**src/rtl/data_cache_pkg.sv**
```systemverilog
// Shared definitions for the direct-mapped write-through data cache:
// controller state encoding and default parameter values.
package data_cache_pkg;

   localparam int DEF_ADDR_W = 32;
   localparam int DEF_DATA_W = 32;
   localparam int DEF_LINES  = 16;
   localparam int DEF_CNT_W  = 16;

   typedef enum logic [1:0] {
      IDLE    = 2'd0,
      MISS_RD = 2'd1,
      WR_THRU = 2'd2
   } state_t;

endpackage

```
**src/rtl/cache_line_array.sv**
```systemverilog
// Tag/valid/data storage for one-word direct-mapped lines: combinational read,
// one synchronous write port, single-cycle invalidate of all valid bits.
module cache_line_array #(
   parameter int TAG_W  = 28,
   parameter int DATA_W = 32,
   parameter int LINES  = 16,
   parameter int IDX_W  = $clog2(LINES)
) (
   input  logic              clk,
   input  logic              rst,
   input  logic              flush,
   input  logic [IDX_W-1:0]  rd_idx,
   output logic              rd_valid,
   output logic [TAG_W-1:0]  rd_tag,
   output logic [DATA_W-1:0] rd_data,
   input  logic              we,
   input  logic [IDX_W-1:0]  wr_idx,
   input  logic [TAG_W-1:0]  wr_tag,
   input  logic [DATA_W-1:0] wr_data
);

   logic [LINES-1:0]  valid;
   logic [TAG_W-1:0]  tags  [LINES];
   logic [DATA_W-1:0] words [LINES];

   assign rd_valid = valid[rd_idx];
   assign rd_tag   = tags[rd_idx];
   assign rd_data  = words[rd_idx];

   // Invalidate wins over a fill; the controller never issues both together.
   always_ff @(posedge clk) begin
      if (rst || flush) begin
         valid <= '0;
      end else if (we) begin
         valid[wr_idx] <= 1'b1;
      end
   end

   always_ff @(posedge clk) begin
      if (we) begin
         tags[wr_idx]  <= wr_tag;
         words[wr_idx] <= wr_data;
      end
   end

endmodule

```
**src/rtl/data_cache_dm.sv**
```systemverilog
// Direct-mapped, one-word-line, write-through/no-write-allocate data cache with
// a blocking three-state controller and saturating read hit/miss counters.
module data_cache_dm
   import data_cache_pkg::*;
#(
   parameter int ADDR_W = DEF_ADDR_W,
   parameter int DATA_W = DEF_DATA_W,
   parameter int LINES  = DEF_LINES,
   parameter int CNT_W  = DEF_CNT_W
) (
   input  logic              clk,
   input  logic              rst,
   input  logic              cpu_req,
   input  logic              cpu_we,
   input  logic [ADDR_W-1:0] cpu_addr,
   input  logic [DATA_W-1:0] cpu_wdata,
   output logic [DATA_W-1:0] cpu_rdata,
   output logic              cpu_ready,
   output logic              cpu_busy,
   input  logic              flush,
   output logic              mem_req,
   output logic              mem_we,
   output logic [ADDR_W-1:0] mem_addr,
   output logic [DATA_W-1:0] mem_wdata,
   input  logic [DATA_W-1:0] mem_rdata,
   input  logic              mem_ack,
   output logic [CNT_W-1:0]  hit_cnt,
   output logic [CNT_W-1:0]  miss_cnt
);

   localparam int IDX_W = $clog2(LINES);
   localparam int TAG_W = ADDR_W - IDX_W;

   function automatic logic [CNT_W-1:0] sat_inc(input logic [CNT_W-1:0] v);
      return (&v) ? v : v + 1'b1;
   endfunction

   state_t            state;
   logic              wr_hit;
   logic              line_valid;
   logic [TAG_W-1:0]  line_tag;
   logic [DATA_W-1:0] line_data;
   logic              lookup_hit;
   logic              accept;
   logic              flush_now;
   logic              arr_we;
   logic [DATA_W-1:0] arr_data;

   assign accept    = (state == IDLE) && cpu_req;
   assign flush_now = (state == IDLE) && flush;
   assign cpu_busy  = (state != IDLE);

   // A flush arriving with the request makes the lookup see an empty array.
   assign lookup_hit = line_valid && !flush
                       && (line_tag == cpu_addr[ADDR_W-1:IDX_W]);

   assign arr_we   = !rst && mem_ack
                     && ((state == MISS_RD) || ((state == WR_THRU) && wr_hit));
   assign arr_data = (state == MISS_RD) ? mem_rdata : mem_wdata;

   cache_line_array #(
      .TAG_W  (TAG_W),
      .DATA_W (DATA_W),
      .LINES  (LINES),
      .IDX_W  (IDX_W)
   ) u_lines (
      .clk      (clk),
      .rst      (rst),
      .flush    (flush_now),
      .rd_idx   (cpu_addr[IDX_W-1:0]),
      .rd_valid (line_valid),
      .rd_tag   (line_tag),
      .rd_data  (line_data),
      .we       (arr_we),
      .wr_idx   (mem_addr[IDX_W-1:0]),
      .wr_tag   (mem_addr[ADDR_W-1:IDX_W]),
      .wr_data  (arr_data)
   );

   // Request payload doubles as the backing-memory payload; held until ack.
   always_ff @(posedge clk) begin
      if (accept) begin
         mem_addr  <= cpu_addr;
         mem_wdata <= cpu_wdata;
      end
   end

   always_ff @(posedge clk) begin
      if (rst) begin
         state     <= IDLE;
         wr_hit    <= 1'b0;
         cpu_ready <= 1'b0;
         cpu_rdata <= '0;
         mem_req   <= 1'b0;
         mem_we    <= 1'b0;
         hit_cnt   <= '0;
         miss_cnt  <= '0;
      end else begin
         cpu_ready <= 1'b0;
         case (state)
            IDLE: begin
               if (cpu_req) begin
                  if (cpu_we) begin
                     state   <= WR_THRU;
                     mem_req <= 1'b1;
                     mem_we  <= 1'b1;
                     wr_hit  <= lookup_hit;
                  end else if (lookup_hit) begin
                     cpu_ready <= 1'b1;
                     cpu_rdata <= line_data;
                     hit_cnt   <= sat_inc(hit_cnt);
                  end else begin
                     state    <= MISS_RD;
                     mem_req  <= 1'b1;
                     mem_we   <= 1'b0;
                     miss_cnt <= sat_inc(miss_cnt);
                  end
               end
            end
            MISS_RD: begin
               if (mem_ack) begin
                  state     <= IDLE;
                  mem_req   <= 1'b0;
                  cpu_ready <= 1'b1;
                  cpu_rdata <= mem_rdata;
               end
            end
            WR_THRU: begin
               if (mem_ack) begin
                  state     <= IDLE;
                  mem_req   <= 1'b0;
                  mem_we    <= 1'b0;
                  cpu_ready <= 1'b1;
               end
            end
            default: begin
               state   <= IDLE;
               mem_req <= 1'b0;
               mem_we  <= 1'b0;
            end
         endcase
      end
   end

endmodule

```
**config.mk**
```make
export PLATFORM = sky130hd
export DESIGN_NAME = data_cache_dm
export DESIGN_NICKNAME = d
export VERILOG_FILES = /design/src/rtl/data_cache_pkg.sv /design/src/rtl/cache_line_array.sv /design/src/rtl/data_cache_dm.sv
export SDC_FILE = /design/constraint.sdc
export NUM_CORES = 1
export LEC_CHECK = 0
export CAP_MARGIN = 25
export CELL_PAD_IN_SITES_DETAIL_PLACEMENT = 0
export CELL_PAD_IN_SITES_GLOBAL_PLACEMENT = 1
export CORE_ASPECT_RATIO = 0.7
export CORE_MARGIN = 3
export CORE_UTILIZATION = 52
export CTS_CLUSTER_SIZE = 8
export DETAILED_ROUTE_END_ITERATION = 7
export PLACE_DENSITY = 0.84
export SETUP_SLACK_MARGIN = 0.2
export SYNTH_ARGS = -nofsm -noshare
export SYNTH_HDL_FRONTEND = slang
export SYNTH_HIERARCHICAL = 1
export SYNTH_SLANG_ARGS = --single-unit
```
**constraint.sdc**
```tcl
create_clock -name clk -period 10 [get_ports clk]
set_clock_uncertainty 0.1 [all_clocks]
set_input_delay 2 -clock clk [delete_from_list [all_inputs] [get_ports clk]]
set_output_delay 2 -clock clk [all_outputs]
set_load 0.01 [all_outputs]
```
run_1/clock_nets.png
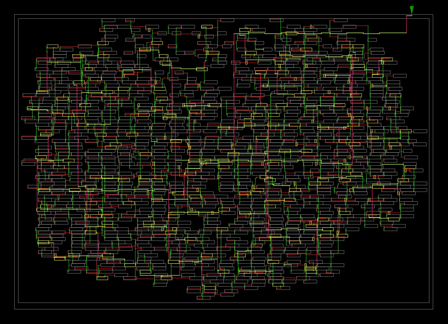
Clock Buffer Count: 222
number of buffers created by CTS: 156

run_1/ff_map.png
Bar = 100 um. Other sequential cells in the stronger gray, the rest of the logic in the fainter gray.
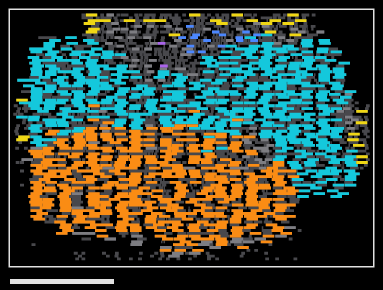
netlist name	color	flops
mem_wdata	yellow	32
state	purple	2
u_lines/tags	orange	448
u_lines/words	cyan	512
miss_cnt	blue	16
not colored	100
Flop area: 32470 um^2
share of the core filled with cells: 0.6265

run_1/clock_wires.png
Bar = 100 um.
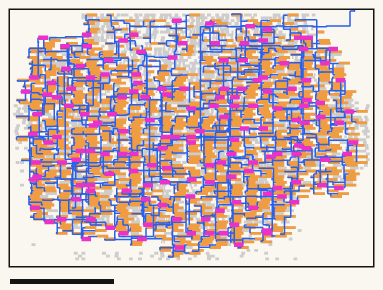
[clock-net drivers] magenta | count: 156
[flip-flops] orange | count: 1110
[clock wires] blue | length: 13000 um
flops lie	widely spread
power consumed by the clock network: 4760 uW
Late-Pin Clk Latency: 740 ps
fraction of power consumed by the clock network: 0.448

==> run 1: layer usage <==
layer  share of wire  vias up  global-route usage  wire [um]
met2            0.49     1335              0.4030      52540
li1                -     9315                   -          -
met1            0.39    12065              0.3464      41380
met5               0        -                   0          0
met3           0.091      201             0.05487       9669
met4           0.030        0             0.09613       3165
==> run 1: stage by stage <==
step | hold WS, ps | instance area, um^2 | utilization | total power (uW)
final | 359.3 | 50670 | 0.6265 | 10630
after floorplan | 335.4 | 42610 | - | 5658
after global routing | 379.5 | 50670 | 0.6265 | 10940
after global placement | 340.3 | 46200 | 0.5712 | 5926
after CTS | 360.8 | 50650 | 0.6262 | 10690
after detailed placement | 350.2 | 46250 | 0.5719 | 5948
==> run 1: synth_stat cells, types with 8 or more instances <==
master	count	area, um^2
edfxtp_1	1024	30750
mux4_2	244	5495
a22oi_1	124	930.9
dfxtp_1	86	1722
nand2_1	81	304.0
clkbuf_1	63	236.5
inv_1	46	172.7
mux2_2	46	518.0
nor2_1	43	161.4
a221oi_1	33	289.0
o22ai_1	33	206.5
buf_2	27	135.1
a21oi_1	24	120.1
nand3_1	18	90.09
o21a_1	17	127.6
xor2_1	17	148.9
buf_6	16	180.2
nor2b_1	16	100.1
o21ai_0	13	65.06
nor3_1	12	60.06
and3_1	9	56.30
nand4_1	8	50.05
==> run 1: flip-flops by register name (all words and copies together) (netlist names) <==
name and flops:
mem_wdata 32, mem_we 1, cpu_rdata 32, mem_req 1
cpu_ready 1, wr_hit 1, hit_cnt 16, u_lines/words 512
miss_cnt 16, u_lines/valid 16, u_lines/tags 448, state 2
mem_addr 32
==> run 1: path summary, 6_finish.rpt <==
kind / from / endpoint / cells past startpoint
setup reg to reg: u_lines/tags[0][7] / cpu_rdata[2] / 11
hold / removal: u_lines/valid[9] / u_lines/valid[9] / 1
setup / recovery: cpu_addr[0] / cpu_rdata[2] / 13
hold reg to reg: u_lines/valid[9] / u_lines/valid[9] / 1
==> run 1: cell families after synthesis <==
logic type / synth area share
simple gates: 0.02778
flops: 0.7620
xor+xnor: 0.004727
fa+ha+maj: 0.001762
buf+inv: 0.01832
mux: 0.1416
compound gates: 0.04381
==> run 1: where the power goes <==
part,internal (uW),switching (uW),leakage [uW],total [uW]
registers,5180,59.8,0.00994,5240
clock network,2890,1870,0.00211,4760
logic,262,359,0.00417,622
total,8340,2290,0.0162,10600
==> run 1: area by class of cell <==
cell class / instances / area [um^2]
flip-flops and latches: 1110 / 32470
fillers: 5327 / 30210
multi-input cells: 814 / 9505
clock buffers: 222 / 4215
repair buffers: 281 / 2788
well taps: 1068 / 1336
clock inverters: 12 / 180.2
inverters: 46 / 173.9
==> flow.log, run 1 <==
[report] implementation figures
INFO  metric r2r_setup_slack = around 5700 ps
INFO  metric postRouteAntennaNets = 0
INFO  metric start_kind = input port
INFO  metric slew-limit-headroom = 0.2842
INFO  metric timing.final.crit_period = between 6000 and 7000 ps
INFO  metric detail_route.wl_per_cell = around 30 um
INFO  metric status = completed
INFO  metric drt_first_pass_iters = 5
INFO  metric cts.repair.resized = 0
INFO  metric sequential_fraction_of_the_synthesis_area = 0.7620
INFO  metric dieWidth = 348.2 um
INFO  metric vdd_drop_max = 0.1947 mV
INFO  metric yosys_most_used_dff = edfxtp_1
INFO  metric placementRows = 87
INFO  metric hold_viol = 0
INFO  metric rsz_0062_raised_after_global_routing = no
INFO  metric cell_type_group_with_the_largest_total_delay_on_the_critical_path = buffers and inverters
INFO  metric antenna_cells = 0
INFO  metric number_of_global_route_vias_before_repair = 23540
INFO  metric grt_max_degree = roughly 88
INFO  metric cp_num_buf_inv = 4
INFO  metric worst_hold_path_type = flop to flop
INFO  metric synth.avg_cell_area = 20.43 um^2
INFO  metric warning_count = 30
INFO  metric clk_path_buf_depth = 3
INFO  metric timing.final.setup_violations = 0
INFO  metric worst_margin_slew = 1071 ps
INFO  metric ys_cells = 2086
INFO  metric routed_wirelength = approximately 110000 um
INFO  metric synth-async-reset-ratio = 0
INFO  metric drive_gt1_frac = 0.2197
INFO  metric grt_first_pass_wirelength = 157100 um
INFO  metric layout_setup_ws = 3528 ps
INFO  metric synth_chip_area = about 43000 um^2
INFO  metric slowest_delay = roughly 650 ps
INFO  metric gpl.final_weighted_congestion = 0.7709
INFO  metric vias_per_cell = 6.450
INFO  metric final_common_cell = edfxtp_1
INFO  metric synth_area = roughly 43000 um^2
INFO  metric synth_warnings = 6
INFO  metric overall_fraction_of_global_route_tracks_in_use = 0.2526
INFO  metric clk_pin_slew_worst_paths = 50 ps
INFO  metric cts_htree_levels = 4
INFO  metric dieHeight = 245.5 um
INFO  metric antenna_violations_before_repair = 1
INFO  metric dr.first_iter.drc_count = 2635
INFO  metric end_kind = flop
INFO  metric power.density = ~210 nW/um^2
INFO  metric fp_util = 0.5269
INFO  metric tritoncts = done
INFO  metric placedCellCount = ~3300
INFO  metric net_count_after_synthesis = 2194
INFO  metric layout_top_cells = 1024 x edfxtp_1, 244 x mux4_2, 230 x clkdlybuf4s50_1, 159 x clkbuf_16, 124 x a22oi_1
INFO  metric core_region_area = roughly 80000 um^2
INFO  metric total_negative_setup_slack = 0 ps
INFO  metric postCtsSetupRepairBufs = 0
INFO  metric final_cycle_share = 0.6472
INFO  metric ios = 234
INFO  metric cts.sinks = 1110
INFO  metric timing.critical_path.arrival = 6990 ps
INFO  metric maximum_clock_frequency = around 0.15 GHz
INFO  metric portBuffers = around 230
INFO  metric cp_slowest_cell = buf_8
INFO  metric cts_root_buffer = clkbuf_16
INFO  metric drv_cap = 0
INFO  metric place_worst_setup_slack = 2836 ps
INFO  metric signed_area_change_from_the_synthesized_netlist_to_the_final_layout = 18.91%
INFO  metric grt_overflow_total = 0
INFO  metric synth.lib_cells_used.distinct = 52
INFO  metric edf_count = slightly above 1000
INFO  metric drc_errors = 0
INFO  metric max_fanout_on_critical_path = 80
INFO  metric vias = 22916
INFO  metric critPathRequiredTime = 10520 ps
INFO  metric syn_inst = 2086
INFO  metric stdcell_count = 3553
INFO  metric hpwlAfterDp = approximately 56000 um
INFO  metric ctsHoldBuffers = 0
INFO  metric power.static_leakage = 0.01623 uW
INFO  metric slew_viol_final = 0
INFO  metric type_of_the_worst_setup_path = input port to flop
INFO  metric synth_flops = 1110
INFO  metric num-nets-final = 2517
INFO  metric dieArea = 85470 um^2
INFO  metric path_cells = buf_8 > buf_12 > mux4_2 > a22oi_1 > nand2_1 > xor2_1 > nor4_1 > nand4b_1 > o41ai_4 > buf_4 > nand2_1 > buf_4 > a221oi_1
run_1/closeup.png
Window x 246 to 276, y 46 to 76 um. Cells in gray, sequential cells in the stronger gray; small squares are vias.
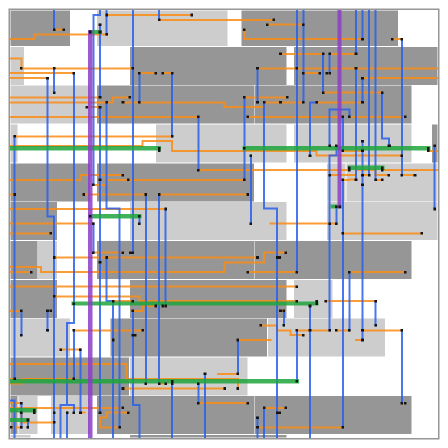

==> run 2, diff against run 1 <==
Settings changed: CORE_UTILIZATION 52 to 47, PLACE_DENSITY 0.84 to 0.8.
Clock period 10 ns to 5.8 ns, I/O delays scaled along.
run_2/closeup.png
Window x 259 to 289, y 49 to 79 um. Cells in gray, sequential cells in the stronger gray; small squares are vias.
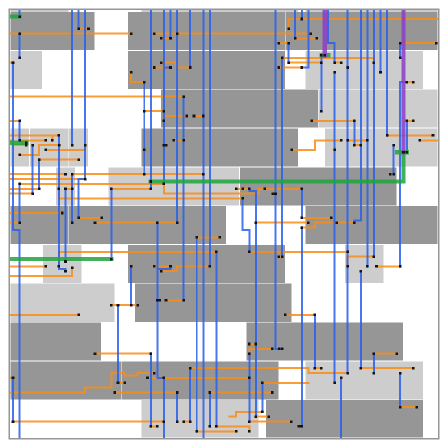
layer	color
M1	orange
M4	purple
M2	blue
M3	green
most frequent	edfxtp_1 (16), mux4_2 (4)
netlist names of flops here include	u_lines/tags (16)
sequential cells in the window	16
cells with their middle in the window	28

==> run 2 against run 1 <==
Utilization shrank 4.9 points. Sequential cell count is the same. Clock power grew 74%. Area after synthesis is the same. Largest cell class unchanged.
==> flow.log, run 2 <==
[report] implementation figures
INFO  metric status = completed
INFO  metric antenna_violations_before_repair = 0 (-1)
INFO  metric max_fanout_on_critical_path = 34 (-57%)
INFO  metric seq_power_share = 0.491 (-0.002)
INFO  metric rsz_0062_raised_after_global_routing = no
INFO  metric sequential_fraction_of_the_synthesis_area = 0.7620 (unchanged)
INFO  metric hold_viol = 0 (unchanged)
INFO  metric share_comb_of_total_power = 0.060 (about the same)
INFO  metric reg_top3 = u_lines/words: 512 flops, u_lines/tags: 448 flops
INFO  metric top_cell = edfxtp_1
INFO  metric synth_flops = 1110 (unchanged)
INFO  metric hpwlAfterDp = 57730 um (+3.8%)
INFO  metric cts_root_buffer = clkbuf_16
INFO  metric warning_count = 30 (unchanged)
INFO  metric clkPwrFrac = 0.449 (about the same)
INFO  metric synth.top_cell.area_share = 0.7216 (unchanged)
INFO  metric maximum_clock_frequency = 0.2093 GHz
INFO  metric yosys_most_used_dff = edfxtp_1
INFO  metric top_cells_by_area = edfxtp_1 72%, mux4_2 13%, dfxtp_1 4.0%
INFO  metric power.density = 358.8 nW/um^2 (+71%)
INFO  metric synth_simple_gate_area_share = 0.02778 (unchanged)
INFO  metric number_of_global_route_vias_before_repair = 23514 (-0.11%)
INFO  metric layout_top_cells = 1024 x edfxtp_1, 244 x mux4_2, 230 x clkdlybuf4s50_1, 160 x clkbuf_16, 124 x a22oi_1
INFO  metric placedCellCount = 3480 (+4.9%)
INFO  metric power.static_leakage = 0.01642 uW (+1.2%)
INFO  metric netlist_logic_family_top = multiplexers
INFO  metric stdcell_count = 3723 (+4.8%)
INFO  metric grt_first_pass_wirelength = 158600 um (+0.95%)
INFO  metric drv_cap = 0 (unchanged)
INFO  metric slew_viol_final = 0 (unchanged)
INFO  metric final_cycle_share = 0.8239
INFO  metric top_reg_by_flops = u_lines/words
INFO  metric routed_wirelength = 107700 um (+0.84%)
INFO  metric overall_fraction_of_global_route_tracks_in_use = 0.2284 (-0.02416)
INFO  metric cell_internal_pwr = 14440 uW (+73%)
INFO  metric synth-adder-area-share = 0.001762 (unchanged)
INFO  metric worst_margin_slew = 1047 ps (-24.33 ps)
INFO  metric dieWidth = 365.9 um (+5.1%)
INFO  metric layout_setup_ws = 1021 ps (-2507 ps)
INFO  metric cts_inserted_buffers = 156 (unchanged)
INFO  metric ios = 234 (unchanged)
INFO  metric tritoncts = done
INFO  metric type_of_the_worst_setup_path = input port to flop
INFO  metric dieArea = 94370 um^2 (+10%)
INFO  metric place_worst_setup_slack = 366.3 ps (-2469 ps)
INFO  metric timing.final.crit_period = roughly 4800 ps
INFO  metric gpl.final_weighted_congestion = 0.7613 (-1.2%)
INFO  metric worst_skew_pair.late_latency = 740 ps (about the same)
INFO  metric synth.area.mux_share = 0.1416 (unchanged)
INFO  metric edf_count = 1024 (unchanged)
INFO  metric cts_htree_levels = 4 (unchanged)
INFO  metric ctsHoldBuffers = 0 (unchanged)
INFO  metric portBuffers = 233 (unchanged)
INFO  metric signed_area_change_from_the_synthesized_netlist_to_the_final_layout = 20.42%
INFO  metric worst_hold_path_type = flop to flop
INFO  metric drt_first_pass_iters = 5 (unchanged)
INFO  metric timing.critical_path.arrival = 5290 ps (-1700 ps)
INFO  metric detail_route.wl_per_cell = 28.92 um (-3.8%)
INFO  metric core_region_area = 88920 um^2 (+9.9%)
INFO  metric synth_compound_gate_area_share = 0.04381 (unchanged)
INFO  metric nFillCells = 6296 (+18%)
INFO  metric synth_chip_area = 42610 um^2 (unchanged)
INFO  metric postRouteAntennaNets = 0 (unchanged)
INFO  metric synth-async-reset-ratio = 0 (unchanged)
INFO  metric end_kind = flop
INFO  metric antenna_cells = 0 (unchanged)
INFO  metric timing.final.setup_violations = 0 (unchanged)
INFO  metric drc_errors = 0 (unchanged)
INFO  metric switchingPower = 3971 uW (+73%)
INFO  metric grt_max_degree = 68 (-23%)
INFO  metric net_count_after_synthesis = 2194 (unchanged)
INFO  metric num-nets-final = 2537 (+0.79%)
INFO  metric top_cell_type_by_total_area_after_synthesis = edfxtp_1
INFO  metric clk_path_buf_depth = 3 (unchanged)
INFO  metric critPathRequiredTime = 6310 ps (-4210 ps)
INFO  metric synth.avg_cell_area = 20.43 um^2 (unchanged)
INFO  metric vias_per_cell = 6.107 (-5.3%)
INFO  metric dieHeight = 257.9 um (+5.1%)
INFO  metric total_negative_setup_slack = 0 ps (unchanged)
INFO  metric cts.sinks = 1110 (unchanged)
INFO  metric top_cells_by_count = 1024 x edfxtp_1, 244 x mux4_2, 124 x a22oi_1
INFO  metric postCtsSetupRepairBufs = 0 (unchanged)
INFO  metric vias = 22738 (-0.78%)
INFO  metric sw_frac = 0.2157 (+0.0002257)
INFO  metric grt_overflow_total = 0 (unchanged)
INFO  metric placementRows = 91 (+4.6%)
INFO  metric vdd_drop_max = 0.2514 mV (+29%)
INFO  metric start_kind = input port
INFO  metric fp_util = 0.4792 (-0.04767)
INFO  metric synth.lib_cells_used.distinct = 52 (unchanged)
INFO  metric slew-limit-headroom = 0.2995 (+0.01534)
INFO  metric xor_share = 0.004727 (unchanged)
INFO  metric synth_area = 42610 um^2 (unchanged)
INFO  metric syn_inst = 2086 (unchanged)
INFO  metric cts.repair.resized = 0 (unchanged)
INFO  metric largest_register_ff_count = 512 (unchanged)
INFO  metric ys_cells = 2086 (unchanged)
INFO  metric synth_warnings = 6 (unchanged)
INFO  metric dr.first_iter.drc_count = 2758 (+4.7%)
INFO  metric drive_gt1_frac = 0.2255 (+0.005819)
INFO  metric clk_pin_slew_worst_paths = 50 ps (about the same)
INFO  metric final_common_cell = edfxtp_1
-- run 2: cell counts after synthesis --
Identical to the previous run, type by type.
-- run 2: layer usage --
| layer | part of all wire | up-vias | GRT usage |
|---|---|---|---|
| met5 | 0 | - | 0 |
| met4 | 0.022 | 0 | 0.07191 |
| met3 | 0.090 | 161 | 0.05078 |
| met2 | 0.49 | 1229 | 0.3721 |
| met1 | 0.39 | 11965 | 0.3105 |
| li1 | - | 9383 | - |
-- run 2: cell families after synthesis --
family	after synthesis
DFF	1110
and+or+nand+nor	236
AOI/OAI and AO/OA	257
adders and majority gates	6
buffers and inverters	162
xor gates and xnor gates	23
muxes	292
-- run 2: power by group through the flow --
stage	sequential, uW	combinational [uW]	clock, uW
after floorplan	9180	573	0
after global placement	9190	1070	0
after detailed placement	9200	1100	0
after CTS	9050	1110	8400
after global routing	9050	1170	8750
final	9050	1100	8260
-- run 2: layout make-up --
class | count | area (um^2) | share of cell area
Clock inverter | 11 | 170.2 | 0.003316
Tap cell | 1209 | 1513 | 0.02948
Inverter | 46 | 173.9 | 0.003389
Clock buffer | 232 | 4274 | 0.08329
Timing Repair Buffer | 301 | 3183 | 0.06203
Sequential cell | 1110 | 32470 | 0.6328
Multi-Input combinational cell | 814 | 9530 | 0.1857
-- run 2: path summary, 6_finish.rpt --
check / depth (start not counted) / slack (ps) / from / end
worst min register to register: 1 / 360 / u_lines/valid[4] / u_lines/valid[4]
worst max register to register: 9 / 1850 / u_lines/tags[0][26] / hit_cnt[15]
worst min-delay path: 1 / 360 / u_lines/valid[4] / u_lines/valid[4]
worst max-delay path: 11 / 1020 / cpu_addr[0] / hit_cnt[15]
-- run 2: worst max-delay path: stages --
cell and delay (ps):
buf_8 350, buf_12 290, mux4_2 540, a22oi_1 290
nand2_1 110, xor2_1 150, nor4_1 660, nand4b_1 290
or4_2 790, nor4_1 240, mux2_2 360
-- run 2: stage by stage --
step	total power, uW	hold slack (ps)	util	instance area [um^2]
after floorplan	9756	335.4	-	42630
after global placement	10260	341.3	0.5268	46840
after detailed placement	10300	353.0	0.5271	46870
after CTS	18560	363.8	0.5771	51320
after global routing	18970	373.8	0.5771	51320
final	18410	364.1	0.5771	51320
run_2/ff_map.png
Bar = 100 um. Other sequential cells in the stronger gray, the rest of the logic in the fainter gray.
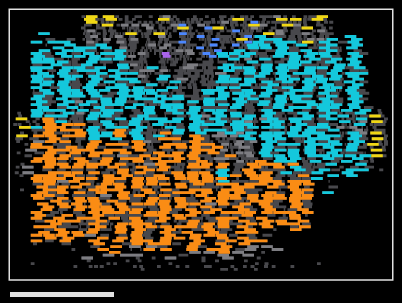

==> run 3, diff against run 2 <==
Clock period 5.8 ns to 3.9 ns, I/O delays scaled along.
run_3/ff_map.png
Bar = 100 um. Other sequential cells in the stronger gray, the rest of the logic in the fainter gray.
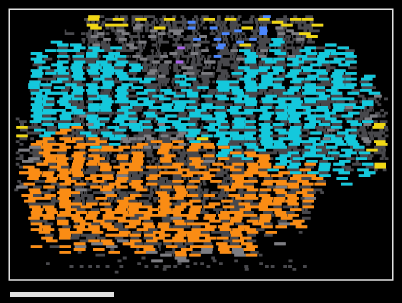
netlist name	color	flops
u_lines/words	cyan	512
miss_cnt	blue	16
u_lines/tags	orange	448
state	purple	2
mem_wdata	yellow	32
not colored	100
Seq power: 13500 uW
share of the core filled with cells: 0.5910
sequential share of cell area: 0.6179

==> run 3 against run 2 <==
Area after synthesis unchanged. Largest cell class unchanged. Critical path type unchanged. Sequential power up 49%. Utilization up 1.4 points. Combinational power up 67%. Critical endpoint is now hit_cnt[12]. Synthesized cell count unchanged. Cell count up 2.0%. Largest power group unchanged. Highest routed layer unchanged.
==> flow.log, run 3 <==
[report] implementation figures
INFO  metric ctsHoldBuffers = 0 (unchanged)
INFO  metric drt_first_pass_iters = 5 (unchanged)
INFO  metric cp_slowest_cell = mux4_2
INFO  metric slowest_delay = 590 ps (-200 ps)
INFO  metric warning_count = 32 (+6.7%)
INFO  metric synth.top_cell.area_share = 0.7216 (unchanged)
INFO  metric timing.critical_path.arrival = 4270 ps (-1020 ps)
INFO  metric rr_startpoint = u_lines/tags[11][10]
INFO  metric top_cell = edfxtp_1
INFO  metric synth_chip_area = 42610 um^2 (unchanged)
INFO  metric placedCellCount = 3556 (+2.2%)
INFO  metric cts.sinks = 1110 (unchanged)
INFO  metric top_cells_by_area = edfxtp_1 72%, mux4_2 13%, dfxtp_1 4.0%
INFO  metric type_of_the_worst_setup_path = input port to flop
INFO  metric sequential_fraction_of_the_synthesis_area = 0.7620 (unchanged)
INFO  metric slew_viol_final = 0 (unchanged)
INFO  metric grt_overflow_total = 0 (unchanged)
INFO  metric signed_area_change_from_the_synthesized_netlist_to_the_final_layout = 23.33%
INFO  metric dieHeight = 257.9 um (unchanged)
INFO  metric dr.first_iter.drc_count = 2638 (-4.4%)
INFO  metric path_cells = clkbuf_16 > buf_4 > mux4_2 > a22oi_1 > nand2_1 > xnor2_1 > nand3_1 > nand2b_1 > or4_4 > buf_6 > or4_1 > a21oi_1
INFO  metric finalHoldWorstSlack = 361.5 ps (-2.553 ps)
INFO  metric synth-async-reset-ratio = 0 (unchanged)
INFO  metric timing.final.crit_period = 3722 ps
INFO  metric antenna_cells = 0 (unchanged)
INFO  metric clk_pin_slew_worst_paths = 50 ps (about the same)
INFO  metric layout_top_cells = 1024 x edfxtp_1, 244 x mux4_2, 228 x clkdlybuf4s50_1, 161 x clkbuf_16, 120 x a22oi_1
INFO  metric nFillCells = 6182 (-1.8%)
INFO  metric hpwlAfterDp = 62260 um (+7.9%)
INFO  metric dieArea = 94370 um^2 (unchanged)
INFO  metric r2r_setup_slack = 230 ps (-1620 ps)
INFO  metric regArea = 32470 um^2 (unchanged)
INFO  metric worst_setup_path_endpoint = hit_cnt[12]
INFO  metric top_cells_by_count = 1024 x edfxtp_1, 244 x mux4_2, 124 x a22oi_1
INFO  metric stdcell_count = 3798 (+2.0%)
INFO  metric portBuffers = 233 (unchanged)
INFO  metric end_kind = flop
INFO  metric layout.area.comb = 9821 um^2 (+3.0%)
INFO  metric status = completed
INFO  metric core_region_area = 88920 um^2 (unchanged)
INFO  metric power.density = 522.1 nW/um^2 (+46%)
INFO  metric power.static_leakage = 0.01699 uW (+3.4%)
INFO  metric yosys_most_used_dff = edfxtp_1
INFO  metric detail_route.wl_per_cell = 29.24 um (+1.1%)
INFO  metric routed_wirelength = 111100 um (+3.2%)
INFO  metric maximum_clock_frequency = 0.2687 GHz
INFO  metric reg2regPathDepth = 11 (+2)
INFO  metric final_common_cell = edfxtp_1
INFO  metric gpl.final_weighted_congestion = 0.7954 (+4.5%)
INFO  metric vias = 23330 (+2.6%)
INFO  metric worst_margin_slew = 978.0 ps (-68.86 ps)
INFO  metric final_cycle_share = 0.9544
INFO  metric ios = 234 (unchanged)
INFO  metric net_count_after_synthesis = 2194 (unchanged)
INFO  metric overall_fraction_of_global_route_tracks_in_use = 0.2343 (+0.005825)
INFO  metric slew-limit-headroom = 0.3480 (+0.04848)
INFO  metric hold_viol = 0 (unchanged)
INFO  metric fp_util = 0.4792 (unchanged)
INFO  metric rsz_0062_raised_after_global_routing = yes
INFO  metric cts_inserted_buffers = 156 (unchanged)
INFO  metric worst_hold_path_type = flop to flop
INFO  metric top_reg_by_flops = u_lines/words
INFO  metric placementRows = 91 (unchanged)
INFO  metric grt_max_degree = 96 (+41%)
INFO  metric worst_skew_pair.late_latency = 730 ps (about the same)
INFO  metric edf_count = 1024 (unchanged)
INFO  metric reg_top3 = u_lines/words: 512 flops, u_lines/tags: 448 flops
INFO  metric worstSetupPathDepth = 12 (+1)
INFO  metric cp_num_buf_inv = 3 (+1)
INFO  metric start_kind = input port
INFO  metric cts_root_buffer = clkbuf_16
INFO  metric tritoncts = done
INFO  metric antenna_violations_before_repair = 0 (unchanged)
INFO  metric synth.avg_cell_area = 20.43 um^2 (unchanged)
INFO  metric drv_cap = 0 (unchanged)
INFO  metric max_fanout_on_critical_path = 14 (-59%)
INFO  metric critPathRequiredTime = 4450 ps (-1860 ps)
INFO  metric syn_inst = 2086 (unchanged)
INFO  metric grt_first_pass_wirelength = 163000 um (+2.8%)
INFO  metric largest_register_ff_count = 512 (unchanged)
INFO  metric total_negative_setup_slack = 0 ps (unchanged)
-- run 3: layout make-up --
class / instances / share of cell area
clock buffers: 214 / 0.07924
clock inverters: 13 / 0.003476
inverters: 46 / 0.003309
multi-input cells: 814 / 0.1869
flip-flops and latches: 1110 / 0.6179
well taps: 1209 / 0.02878
repair buffers: 392 / 0.08043
-- run 3: report_power, final --
group          switching [uW]  total (uW)  leakage, uW  internal [uW]
Combinational            1020        1840      0.00495            816
Clock                    4800       12100      0.00210           7350
Sequential                164       13500      0.00994          13300
-- run 3: kinds of logic (layout without fill, tap and decap cells) --
kind of cell,count (synthesis),after routing,share of synthesized area
mux,292,292,0.1416
simple gates,236,236,0.02778
buf+inv,162,665,0.01832
flops,1110,1110,0.7620
fa+ha+maj,6,6,0.001762
compound gates,257,257,0.04381
xor+xnor,23,23,0.004727
-- run 3: through the flow --
stage               cell area [um^2]  setup WS, ps  power [uW]  utilization
global route                   52550         156.4       28270       0.5910
CTS                            52380         202.2       27590       0.5890
floorplan                      43090        -73.06       14600            -
finish                         52550         177.8       27430       0.5910
global placement               47840        -783.0       15400       0.5380
detailed placement             47860        -845.9       15450       0.5383
-- run 3: worst min path at each step --
stage | startpoint | endpoint
floorplan | u_lines/valid[14] | u_lines/valid[14]
finish | u_lines/valid[6] | u_lines/valid[6]
detailed placement | u_lines/valid[6] | u_lines/valid[6]
CTS | cpu_addr[3] | mem_addr[3]
global placement | u_lines/valid[7] | u_lines/valid[7]
global route | cpu_addr[3] | mem_addr[3]
-- run 3: what timing repair did --
action / CTS / global route
endpoints found under the setup margin: 45 / 41
setup buffers: 6 / 4
cloned: 1 / 3
pin swaps: 2 / 1
gates resized: 16 / 11
-- run 3: metal layers --
| layer | global-route usage | share of wire | vias up |
|---|---|---|---|
| li1 | - | - | 9557 |
| met1 | 0.3215 | 0.39 | 12312 |
| met2 | 0.3775 | 0.49 | 1279 |
| met3 | 0.04861 | 0.090 | 182 |
| met4 | 0.08055 | 0.027 | 0 |
| met5 | 0 | 0 | - |
No activity file was given, so power comes from the tool's default toggle rates.
